<file path="config.mk">
export PLATFORM = sky130hd
export DESIGN_NAME = pc_unit
export DESIGN_NICKNAME = d
export VERILOG_FILES = /design/src/rtl/pc_unit.sv
export SDC_FILE = /design/constraint.sdc
export NUM_CORES = 1
export LEC_CHECK = 0
export ABC_AREA = 1
export CAP_MARGIN = 10
export CELL_PAD_IN_SITES_DETAIL_PLACEMENT = 2
export CELL_PAD_IN_SITES_GLOBAL_PLACEMENT = 2
export CORE_MARGIN = 4
export CORE_UTILIZATION = 25
export DETAILED_ROUTE_END_ITERATION = 12
export PLACE_DENSITY = 0.88
export RECOVER_POWER = 25
export SYNTH_ARGS = -nofsm -noshare
export SYNTH_HDL_FRONTEND = slang
export SYNTH_SLANG_ARGS = --single-unit
</file>
<file path="constraint.sdc">
create_clock -name clk -period 7.7 [get_ports clk]
set_input_delay 1.54 -clock clk [delete_from_list [all_inputs] [get_ports clk]]
set_output_delay 1.54 -clock clk [all_outputs]
set_load 0.01 [all_outputs]
</file>
<file path="src/rtl/pc_unit.sv">
// Program counter unit: selects the next PC from branch, jump and register-jump
// controls, traps misaligned redirects to a fixed exception vector and counts
// committed redirects with a saturating counter.
module pc_unit #(
    parameter int unsigned      WIDTH      = 32,
    parameter logic [WIDTH-1:0] RESET_PC   = 32'h0000_3000,
    parameter logic [WIDTH-1:0] EXC_PC     = 32'h0000_4180,
    parameter int unsigned      DELAY_SLOT = 0,
    parameter int unsigned      CNT_W      = 16
) (
    input  logic             clk,
    input  logic             reset,
    input  logic             stall,
    input  logic [2:0]       br_type,
    input  logic [1:0]       jmp_type,
    input  logic [WIDTH-1:0] rs_val,
    input  logic [WIDTH-1:0] rt_val,
    input  logic [15:0]      imm16,
    input  logic [25:0]      index26,
    output logic [WIDTH-1:0] pc,
    output logic [WIDTH-1:0] pc4,
    output logic [WIDTH-1:0] link,
    output logic             taken,
    output logic             addr_err,
    output logic [CNT_W-1:0] taken_cnt
);

    // Branch condition encodings
    localparam logic [2:0] BR_BEQ  = 3'b001;
    localparam logic [2:0] BR_BNE  = 3'b010;
    localparam logic [2:0] BR_BLEZ = 3'b011;
    localparam logic [2:0] BR_BGTZ = 3'b100;
    localparam logic [2:0] BR_BLTZ = 3'b101;
    localparam logic [2:0] BR_BGEZ = 3'b110;

    // Jump encodings
    localparam logic [1:0] JMP_J  = 2'b01;
    localparam logic [1:0] JMP_JR = 2'b10;

    localparam int unsigned    SEXT_W  = WIDTH - 18;
    localparam logic [CNT_W-1:0] CNT_MAX = {CNT_W{1'b1}};

    logic [WIDTH-1:0] pc_q, pc_d;
    logic             addr_err_q, addr_err_d;
    logic [CNT_W-1:0] taken_cnt_q, taken_cnt_d;

    logic [WIDTH-1:0] pc4_c;
    logic [WIDTH-1:0] pc8_c;
    logic [WIDTH-1:0] br_off_c;
    logic [WIDTH-1:0] br_target_c;
    logic [WIDTH-1:0] j_target_c;
    logic             rs_zero_c;
    logic             rs_neg_c;
    logic             br_cond_c;
    logic             sel_jr_c;
    logic             sel_j_c;
    logic             taken_c;
    logic [WIDTH-1:0] next_pc_c;
    logic             misaligned_c;

    // Sequential-address and redirect-target arithmetic, all modulo 2^WIDTH
    always_comb begin
        pc4_c       = pc_q + WIDTH'(4);
        pc8_c       = pc_q + WIDTH'(8);
        br_off_c    = {{SEXT_W{imm16[15]}}, imm16, 2'b00};
        br_target_c = pc4_c + br_off_c;
        j_target_c  = {pc4_c[WIDTH-1:28], index26, 2'b00};
    end

    // Branch condition evaluation; reserved encodings never branch
    always_comb begin
        rs_zero_c = (rs_val == '0);
        rs_neg_c  = rs_val[WIDTH-1];
        br_cond_c = 1'b0;
        case (br_type)
            BR_BEQ:  br_cond_c = (rs_val == rt_val);
            BR_BNE:  br_cond_c = (rs_val != rt_val);
            BR_BLEZ: br_cond_c = rs_neg_c | rs_zero_c;
            BR_BGTZ: br_cond_c = ~rs_neg_c & ~rs_zero_c;
            BR_BLTZ: br_cond_c = rs_neg_c;
            BR_BGEZ: br_cond_c = ~rs_neg_c;
            default: br_cond_c = 1'b0;
        endcase
    end

    // Next-PC select: register jump beats direct jump beats taken branch
    always_comb begin
        sel_jr_c  = (jmp_type == JMP_JR);
        sel_j_c   = (jmp_type == JMP_J);
        taken_c   = sel_jr_c | sel_j_c | br_cond_c;
        next_pc_c = pc4_c;
        if (sel_jr_c) begin
            next_pc_c = rs_val;
        end else if (sel_j_c) begin
            next_pc_c = j_target_c;
        end else if (br_cond_c) begin
            next_pc_c = br_target_c;
        end
        // Only a register target can carry low bits; pc4 and computed targets are word aligned
        misaligned_c = (next_pc_c[1:0] != 2'b00);
    end

    // Next-state for PC, sticky error flag and saturating redirect counter
    always_comb begin
        pc_d        = pc_q;
        addr_err_d  = addr_err_q;
        taken_cnt_d = taken_cnt_q;
        if (!stall) begin
            if (misaligned_c) begin
                pc_d       = EXC_PC;
                addr_err_d = 1'b1;
            end else begin
                pc_d = next_pc_c;
            end
            if (taken_c && (taken_cnt_q != CNT_MAX)) begin
                taken_cnt_d = taken_cnt_q + CNT_W'(1);
            end
        end
    end

    // State registers; reset overrides stall and any redirect
    always_ff @(posedge clk) begin
        if (reset) begin
            pc_q        <= RESET_PC;
            addr_err_q  <= 1'b0;
            taken_cnt_q <= '0;
        end else begin
            pc_q        <= pc_d;
            addr_err_q  <= addr_err_d;
            taken_cnt_q <= taken_cnt_d;
        end
    end

    assign pc        = pc_q;
    assign pc4       = pc4_c;
    assign link      = (DELAY_SLOT != 0) ? pc8_c : pc4_c;
    assign taken     = taken_c;
    assign addr_err  = addr_err_q;
    assign taken_cnt = taken_cnt_q;

endmodule
</file>
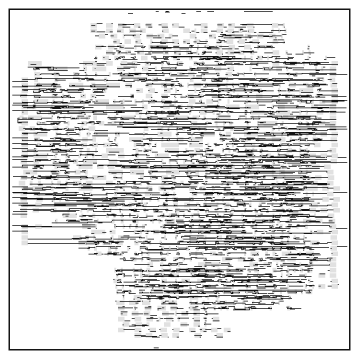
*Signal wires on met1, run 1*
Drawn at 2 px/um.
nets with wire on the layer: 1305
main direction: horizontal
wire length on this layer: 12900 um
share of all routed wire: 42%
detailed-route via count: 7965
routing usage on met1: 0.248

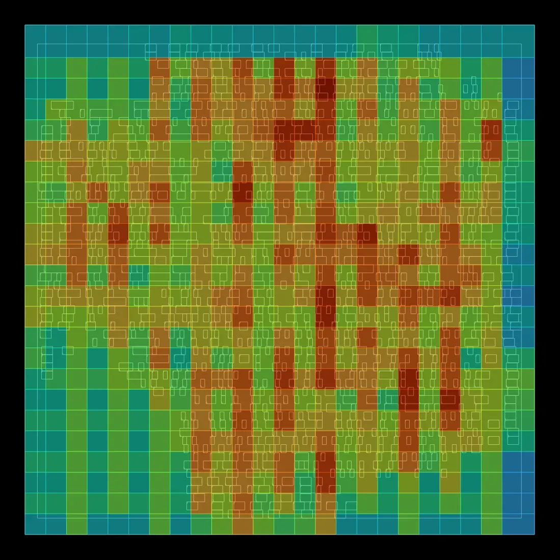
*Congestion heat map, run 1*
fin util: 0.354
met3 usage in global routing: 0.0326
Avg WL per Cell: 19.0 um
Most Crowded Layer GR: met2

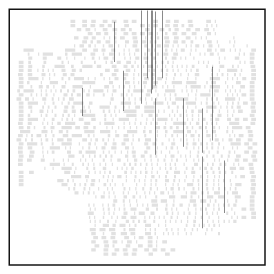
*Signal wires on met4, run 1*
Drawn at 1.5 px/um.
wire length on this layer: 609 um
share of all routed wire: 2.0%
final wirelength: 30900 um

==> metrics.yaml, run 1 <==
drive_above_1_share: 0.0479
fin_cells: 1625
cts_setup_buffers: 0
ys_seq_elements: 49
cp.arrival_ps: 4300
seq_area_frac_synth: 0.150
worst_setup_path_start_kind: "primary input"
grt_pass1_wl_um: 47800
hold_path.class: "register to register"
cp.required_ps: 6160
final_hold_viol_count: 0
ys_area_um2: 6520
grt_max_degree: 38
power_leakage_nw: 4.15
edf_count: 0
numPortBuffers: 227
clk_latency_ps: 300
cp.buffers_inverters: 3
yosysMostFrequentCell: "nand2_1"
wl_met2_um: 15900
setup_viol: 0
cts.path.max_buffers: 2
yosysUniqueCellTypes: 46
groute.layer.met2.usage: 0.396
ys_top_cells_by_area: "nand2_1 (20%), dfxtp_1 (15%), nor2_1 (7.5%), ha_1 (7.3%), inv_1 (6.7%)"
synth.cells.most_frequent: "nand2_1 (347), nor2_1 (131), inv_1 (117)"
clock_sinks: 49
core_area_um2: 25400
grt_usage: 0.208
fin_ws_ps: 1860
critPathCaptureType: "primary output"
ir_drop_uv: 78.4
finalCriticalPeriod_ps: 5840
die_area_um2: 28700
top_level_ports: 228
power_density_nw_per_um2: 119
synth_nets: 1267
cts-root-buf: "clkbuf_16"
cpMostUsedCell: "nand2_1"
fp-utilization: 0.257
hold_ws_ps: 473
rows: 58
fill_cells: 3190
dp_hpwl_um: 26500
diodes: 0
status: "finished clean"
grt_pass1_vias: 8775
cts_tree: "yes"
cp_top_family: "buffers and inverters"
cts.clk_slew.worst_paths_ps: 70
yosysWarnings: 0
syn_avg_cell_area_um2: 5.85
antenna_found_initial: 0
die_h_um: 169
routabilityCongestion: 0.888
synth_top_area_share: 0.200
ctsHtreeMaxLevel: 2
synth_async_sr_flop_share: 0
power_mw: 1.07
ant_nets: 0
hold_buffers: 0
yosysCellCount: 1114
drt-met1-wl_um: 12900
drc_errors: 0
dr.pass1.iters: 4
critPathKind: "primary input to primary output"
maxSlewViolCount: 0
final_area_um2: 8990
die_w_um: 169
yosys.area.top_type: "nand2_1"
postCtsResizedCells: 0
rsz0062_at_grt: "no"
routed-wl-met3_um: 1430
finalSetupTns_ps: 0
max_freq_mhz: 171
nNetsFinal: 1447
cts_made_buffers: 5
skew_ps: 6.67
grt-ovfl-total: 0
slowest_stage: "clkdlybuf4s50_1"
preCtsSetupSlack_ps: 1890
worst_slew_pin_slew_ps: 1390
max_slew_margin: 0.0734
placed_cells: 1617
slowest_delay_ps: 560
warnings: 32
via_per_inst: 4.90
ff_type: "dfxtp_1"
syn_area_um2: 6520
top_layer: "met4"
fin_crit_sh: 0.758
cap_violations: 0
path_cells: "clkdlybuf4s50_1 -> nor2_1 -> nand2_1 -> nor2_1 -> nand2_1 -> o21ai_1 -> nand2_1 -> nand2_1 -> nor2_2 -> nand2_4 -> inv_4 -> nand2_8 -> clkdlybuf4s50_1"
drt_iter0_markers: 269
area_growth_pct: 38.0
place_area_um2: 8860
syn-instance-count: 1114
critPathMaxFanout: 37
run 1: layout make-up:
class                           instances  area [um2]  share of cell area
Multi-Input combinational cell        881        4680               0.521
Timing Repair Buffer                  231        2300               0.256
Clock buffer                            6         129              0.0143
Inverter                              126         475              0.0529
Tap cell                              330         413              0.0459
Clock inverter                          2        13.8             0.00153
Sequential cell                        49         981               0.109
run 1: kinds of logic after synthesis:
logic type,share of synthesized area
adder cells (fa/ha/maj),0.0760
buffers and inverters,0.131
AND-OR/OR-AND,0.124
flip-flops,0.150
XOR/XNOR,0.106
AND/OR/NAND/NOR,0.412
run 1: path summary, 6_finish.rpt:
check                              from               endpoint  slack [ps]  cells after the start
setup / recovery             rs_val[31]                  taken        1860                     13
hold / removal    addr_err$_SDFFE_PP0P_  addr_err$_SDFFE_PP0P_         470                      2
setup reg to reg     pc[2]$_SDFFE_PP0N_    pc[25]$_SDFFE_PP0N_        3680                     23
hold reg to reg   addr_err$_SDFFE_PP0P_  addr_err$_SDFFE_PP0P_         470                      2
run 1: report_power, final:
group / total, mW / leakage [nW] / switching, mW / internal (mW)
combinational: 0.544 / 3.68 / 0.311 / 0.233
sequential: 0.295 / 0.400 / 0.0272 / 0.268
clock: 0.230 / 0.0712 / 0.108 / 0.122
total: 1.07 / 4.15 / 0.446 / 0.623
run 1: registers in the layout (all words and copies together), names as in the netlist:
register,count
pc,32
taken_cnt,16
addr_err,1
run 1: layout by cell type, fill, tap and decap left out, types with 10 or more instances in the layout:
cell type        instances
ha_1                    38
inv_1                  117
a21oi_1                 58
nand2_2                 12
o21ai_0                 25
nand3_1                 71
clkdlybuf4s50_1        188
nor2_1                 131
nand2_1                347
a21oi_2                 10
nor3_1                  19
xnor2_1                 37
xor2_1                  42
dfxtp_1                 49
nand4_1                 16
o22ai_1                 18
dlygate4sd3_1           39
--- run 2 (diff from run 1) ---
--- a/config.mk
+++ b/config.mk
@@ -10,9 +10,9 @@
 export CELL_PAD_IN_SITES_DETAIL_PLACEMENT = 2
 export CELL_PAD_IN_SITES_GLOBAL_PLACEMENT = 2
 export CORE_MARGIN = 4
-export CORE_UTILIZATION = 25
+export CORE_UTILIZATION = 23
 export DETAILED_ROUTE_END_ITERATION = 12
-export PLACE_DENSITY = 0.88
+export PLACE_DENSITY = 0.81
 export RECOVER_POWER = 25
 export SYNTH_ARGS = -nofsm -noshare
 export SYNTH_HDL_FRONTEND = slang
==> constraint.sdc (replaced) <==
create_clock -name clk -period 5.55 [get_ports clk]
set_input_delay 1.11 -clock clk [delete_from_list [all_inputs] [get_ports clk]]
set_output_delay 1.11 -clock clk [all_outputs]
set_load 0.01 [all_outputs]
==> metrics.yaml, run 2 <==
rows: 61
cap_violations: 1
yosysMostFrequentCell: "nand2_1"
edf_count: 0
core_area_um2: 27900
cp.arrival_ps: 3600
postCtsResizedCells: 0
setup_viol: 0
finalSetupTns_ps: 0
hold_path.class: "register to register"
critPathMaxFanout: 22
numPortBuffers: 227
power_density_nw_per_um2: 166
wl_met2_um: 16500
max_freq_mhz: 212
final_common_cell: "nand2_1"
synthAdderAreaFrac: 0.0760
mux_share: 0
drive_above_1_share: 0.0508
worst_setup_path_start_kind: "primary input"
placed_cells: 1668
place_area_um2: 8940
routabilityCongestion: 0.862
worst_slew_pin_slew_ps: 1500
slowest_stage: "clkdlybuf4s50_1"
synthXorXnorAreaFrac: 0.106
top_level_ports: 228
largest_reg_flops: 32
ctsHtreeMaxLevel: 2
fin_crit_sh: 0.848
cts.clk_slew.worst_paths_ps: 80
final_area_um2: 9090
synth_async_sr_flop_share: 0
fp-utilization: 0.234
ys_area_um2: 6520
cts-root-buf: "clkbuf_16"
hold_buffers: 0
simple_gate_share: 0.412
cp.buffers_inverters: 4
cts_tree: "yes"
dr.pass1.iters: 4
critPathKind: "primary input to primary output"
max_slew_margin: 0.000147
ff_type: "dfxtp_1"
routed-wl-met3_um: 1460
antenna_found_initial: 0
drc_errors: 0
cpMostUsedCell: "nand2_1"
die_h_um: 176
path_cells: "clkdlybuf4s50_1 -> inv_2 -> nand2_1 -> nand2_1 -> nand2_1 -> nor2_1 -> nand2_1 -> nor2_2 -> nand3_1 -> nand2_2 -> nand2_4 -> inv_4 -> nand2_8 -> clkdlybuf4s50_1"
syn-instance-count: 1114
area_growth_pct: 39.4
rsz0062_at_grt: "no"
aoi_share: 0.124
cts_setup_buffers: 0
seq_area_frac_synth: 0.150
nNetsFinal: 1450
status: "finished with violations"
cp_top_family: "buffers and inverters"
grt_pass1_wl_um: 48400
yosysCellCount: 1114
ant_nets: 0
finalCriticalPeriod_ps: 4710
clock_sinks: 49
syn_avg_cell_area_um2: 5.85
fin_cells: 1676
drt-met1-wl_um: 13200
diodes: 0
power_leakage_nw: 4.16
power_mw: 1.51
synth_top_area_share: 0.200
yosys.area.top_type: "nand2_1"
final_hold_viol_count: 0
ir_drop_uv: 96.9
cts_made_buffers: 5
preCtsSetupSlack_ps: 851
warnings: 32
drt-wirelength-per-cell_um: 18.8
fin_ws_ps: 843
comb_area_um2: 4680
syn_area_um2: 6520
violations: "max-capacitance violations"
seq_area_um2: 981
grt_max_degree: 36
yosysWarnings: 0
cp.required_ps: 4440
die_w_um: 176
slowest_delay_ps: 540
ys_seq_elements: 49
drt_iter0_markers: 282
synth_nets: 1267
maxSlewViolCount: 0
yosysUniqueCellTypes: 46
grt_pass1_vias: 8591
skew_ps: 9.82
die_area_um2: 31100
topCombFamilyByArea: "simple AND/OR/NAND/NOR gates"
critPathCaptureType: "primary output"
synth.cells.most_frequent: "nand2_1 (347), nor2_1 (131), inv_1 (117)"
final_cell_mix: "nand2_1 (347), clkdlybuf4s50_1 (188), nor2_1 (131), inv_1 (117), nand3_1 (71)"
fill_cells: 3430
dp_hpwl_um: 26900
hold_ws_ps: 489
cts.path.max_buffers: 2
ys_top_cells_by_area: "nand2_1 (20%), dfxtp_1 (15%), nor2_1 (7.5%), ha_1 (7.3%), inv_1 (6.7%)"
grt-ovfl-total: 0
clk_latency_ps: 300
via_per_inst: 4.75
top_layer: "met4"
run 2: cell counts after synthesis:
No cell type changed its count.
run 2: path summary, 6_finish.rpt:
| check | startpoint | endpoint | slack [ps] | cells past startpoint |
|---|---|---|---|---|
| max | rs_val[31] | taken | 840 | 14 |
| min | addr_err$_SDFFE_PP0P_ | addr_err$_SDFFE_PP0P_ | 490 | 2 |
| max reg2reg | pc[2]$_SDFFE_PP0N_ | pc[24]$_SDFFE_PP0N_ | 1440 | 22 |
| min reg2reg | addr_err$_SDFFE_PP0P_ | addr_err$_SDFFE_PP0P_ | 490 | 2 |
run 2: logic make-up after synthesis:
| logic type | after synthesis |
|---|---|
| adders and majority gates | 39 |
| DFF | 49 |
| xor gates and xnor gates | 79 |
| AOI/OAI and AO/OA | 137 |
| buffers and inverters | 184 |
| and+or+nand+nor | 626 |
run 2: tightest hold or removal path: cells and delay by family, from the launching register on:
family | cells | cell delay (ps)
AOI/OAI and AO/OA | 1 | 40
and+or+nand+nor | 1 | 80
DFF | 1 | 330
run 2: power breakdown:
| group | switching, mW | total [mW] | internal [mW] |
|---|---|---|---|
| registers | 0.0376 | 0.409 | 0.372 |
| logic | 0.433 | 0.758 | 0.325 |
| clock network | 0.157 | 0.339 | 0.182 |
run 2: layer usage:
metal | vias to the layer above | GRT usage
li1 | 3887 | -
met1 | 3896 | 0.231
met2 | 153 | 0.376
met4 | 0 | 0.0193
met3 | 19 | 0.0370
met5 | - | 0
run 2: layout make-up:
cell class                      count  area share
Clock buffer                        6      0.0153
Clock inverter                      2     0.00179
Inverter                          126      0.0523
Multi-Input combinational cell    881       0.515
Sequential cell                    49       0.108
Tap cell                          378      0.0520
Timing Repair Buffer              234       0.255
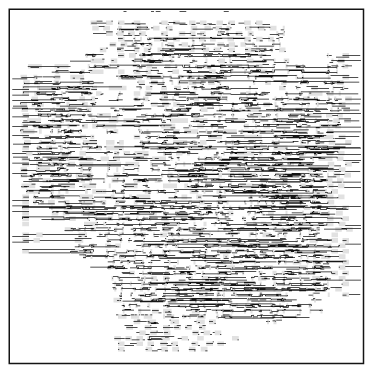
*Signal wires on met1, run 2*
Drawn at 2 px/um.
wire length on this layer: 13200 um
share of all routed wire: 42%
nets with wire on the layer: 1326
final wirelength: 31400 um
detailed-route via count: 7955
routing usage on met1: 0.231

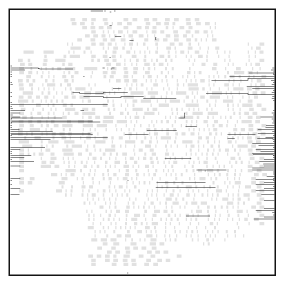
*Metal 3, run 2*
Drawn at 1.5 px/um.
nets with wire on the layer: 128
longest straight run: 64.6 um
share of all routed wire: 4.6%
main direction: horizontal
met3 usage in global routing: 0.0370

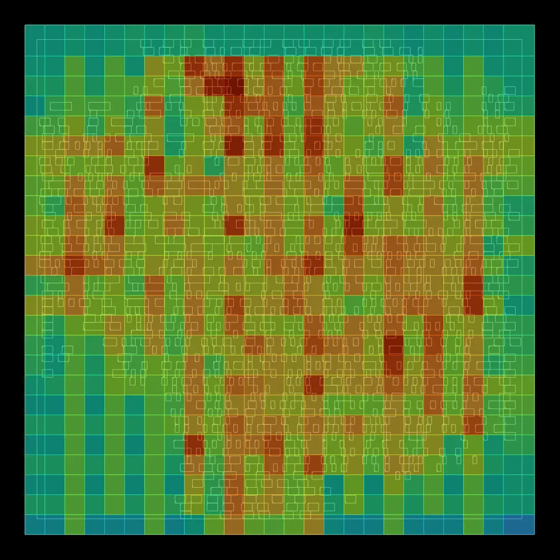
*Congestion heat map, run 2*
GRT Resource Usage Total: 0.195
fin util: 0.326

--- run 3 (diff from run 2) ---
==> constraint.sdc (replaced) <==
create_clock -name clk -period 4.5 [get_ports clk]
set_input_delay 0.9 -clock clk [delete_from_list [all_inputs] [get_ports clk]]
set_output_delay 0.9 -clock clk [all_outputs]
set_load 0.01 [all_outputs]
==> metrics.yaml, run 3 <==
r2r-start: "pc[3]$_SDFFE_PP0N_"
synth_nets: 1267
cts.clk_slew.worst_paths_ps: 70
area_growth_pct: 40.2
skew_ps: 16.5
ys_area_um2: 6520
max_freq_mhz: 247
finalCriticalPeriod_ps: 4050
core_area_um2: 27900
hp-start: "pc[0]$_SDFFE_PP0N_"
power_frac_clock: 0.223
power_leakage_nw: 4.20
yosys.area.top_type: "nand2_1"
yosysMostFrequentCell: "nand2_1"
p_clk_mw: 0.414
cts.path.max_buffers: 2
p_sw_frac: 0.419
dp_hpwl_um: 26800
routabilityCongestion: 0.871
warnings: 32
synthAdderAreaFrac: 0.0760
hold_buffers: 0
rsz0062_at_grt: "no"
yosysUniqueCellTypes: 46
top_level_ports: 228
drc_errors: 0
synthXorXnorAreaFrac: 0.106
fill_cells: 3457
synth_async_sr_flop_share: 0
maxSlewViolCount: 0
drive_above_1_share: 0.0560
fp-utilization: 0.234
fin_crit_sh: 0.900
synth_top_area_share: 0.200
cap_violations: 0
postCtsResizedCells: 0
power_mw: 1.86
hold_path.class: "register to register"
synth.cells.most_frequent: "nand2_1 (347), nor2_1 (131), inv_1 (117)"
die_area_um2: 31100
cts_tree: "yes"
rows: 61
mux_share: 0
via_per_inst: 4.68
critPathLaunch: "rs_val[28]"
critPathMaxFanout: 18
cts-root-buf: "clkbuf_16"
critPathKind: "primary input to primary output"
simple_gate_share: 0.412
worst_setup_path_start_kind: "primary input"
cp.arrival_ps: 3150
cts_setup_buffers: 0
grt_max_degree: 37
slowest_delay_ps: 560
cts_made_buffers: 5
final_cell_mix: "nand2_1 (347), clkdlybuf4s50_1 (188), nor2_1 (131), inv_1 (117), nand3_1 (71)"
path_cells: "clkdlybuf4s50_1 -> xnor2_1 -> nand2_1 -> nor2_1 -> nand2_1 -> nor2_1 -> nand2_1 -> nand2_1 -> nand2_2 -> nand2_4 -> inv_4 -> nand2_8 -> clkdlybuf4s50_1"
syn-instance-count: 1114
topCombFamilyByArea: "simple AND/OR/NAND/NOR gates"
status: "finished clean"
critPathCaptureType: "primary output"
ys_top_cells_by_area: "nand2_1 (20%), dfxtp_1 (15%), nor2_1 (7.5%), ha_1 (7.3%), inv_1 (6.7%)"
powerSeq_mw: 0.503
grt_pass1_wl_um: 48900
ctsHtreeMaxLevel: 2
p_int_mw: 1.08
ant_nets: 0
largest_reg_flops: 32
grt-ovfl-total: 0
syn_area_um2: 6520
seq_area_frac_synth: 0.150
clock_sinks: 49
cpMostUsedCell: "nand2_1"
numPortBuffers: 227
syn_avg_cell_area_um2: 5.85
max_slew_margin: 0.0731
cp.buffers_inverters: 3
grt_pass1_vias: 8834
edf_count: 0
ff_type: "dfxtp_1"
final_common_cell: "nand2_1"
cp.required_ps: 3600
dr.pass1.iters: 4
finalSetupTns_ps: 0
yosysWarnings: 0
pwr-share-comb: 0.507
drt_iter0_markers: 270
setup_viol: 0
antenna_found_initial: 0
final_hold_viol_count: 0
die_w_um: 176
nNetsFinal: 1456
aoi_share: 0.124
yosysCellCount: 1114
worst_slew_pin_slew_ps: 1390
power_density_nw_per_um2: 203
slowest_stage: "clkdlybuf4s50_1"
die_h_um: 176
comb_power_mw: 0.942
seq_power_share: 0.271
ir_drop_uv: 119
ys_seq_elements: 49
cp_top_family: "buffers and inverters"
p_switching_mw: 0.779
clk_latency_ps: 310
power-top-group: "combinational logic"
-- run 3: cell counts after synthesis --
Identical to the previous run, type by type.
-- run 3: cell type report --
cell class / instances / area, um2 / area share
antenna: 1 / 2.50 / 0.000274
clock buffer: 5 / 125 / 0.0137
clock inverter: 3 / 28.8 / 0.00315
inverter: 126 / 475 / 0.0520
multi-input combinational: 881 / 4690 / 0.513
sequential: 49 / 981 / 0.107
tap: 378 / 473 / 0.0517
timing repair buffer: 240 / 2370 / 0.259
-- run 3: kinds of logic after synthesis --
logic type                 after synthesis
AOI/OAI and AO/OA                      137
xor gates and xnor gates                79
adders and majority gates               39
buffers and inverters                  184
DFF                                     49
and+or+nand+nor                        626
-- run 3: path summary, 6_finish.rpt --
| path | to | slack [ps] | cells after the start |
|---|---|---|---|
| worst max-delay path | taken | 450 | 13 |
| worst min register to register | pc[0]$_SDFFE_PP0N_ | 480 | 2 |
| worst max register to register | pc[24]$_SDFFE_PP0N_ | 600 | 22 |
| worst min-delay path | pc[0]$_SDFFE_PP0N_ | 480 | 2 |
-- run 3: metrics by stage --
stage / setup WS [ps] / utilization / hold slack (ps) / area, um2 / instances
floorplan: 1440 / - / 498 / 6520 / 1114
global placement: 469 / 0.322 / 448 / 8980 / 1674
detailed placement: 465 / 0.322 / 491 / 8980 / 1674
CTS: 428 / 0.328 / 504 / 9140 / 1682
global route: 135 / 0.328 / 529 / 9140 / 1682
finish: 449 / 0.328 / 483 / 9140 / 1683
-- run 3: per-layer routing --
layer	share of wire	routed length, um	up-vias	GRT usage
li1	-	-	3916	-
met1	0.42	13000	3795	0.236
met2	0.52	16300	147	0.376
met3	0.049	1530	16	0.0370
met4	0.0090	280	0	0.0187
met5	0	0	-	0
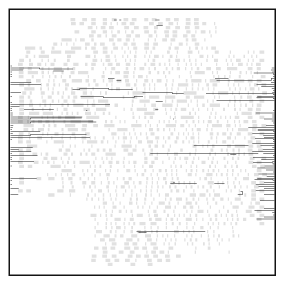
*Metal 3, run 3*
Drawn at 1.5 px/um.
nets with wire on the layer: 124
share of all routed wire: 4.9%
main direction: horizontal
wire length on this layer: 1530 um
longest straight run: 71.8 um
final wirelength: 31100 um
detailed-route via count: 7874

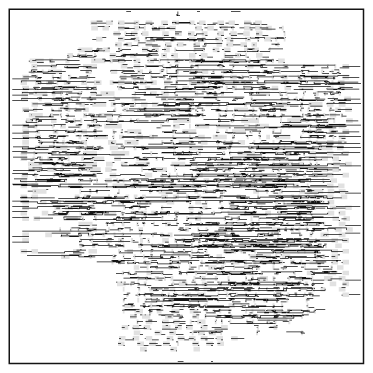
*Signal wires on met1, run 3*
Drawn at 2 px/um.
share of all routed wire: 42%
nets with wire on the layer: 1308
routing usage on met1: 0.236

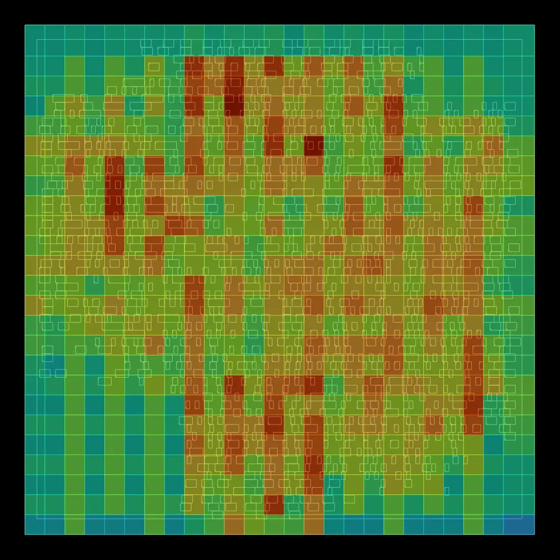
*Congestion heat map, run 3*
met2 Use GR: 0.376
GRT Resource Usage Total: 0.196
Avg WL per Cell: 18.5 um
fin util: 0.328

Power is estimated from default activity; no workload was simulated.
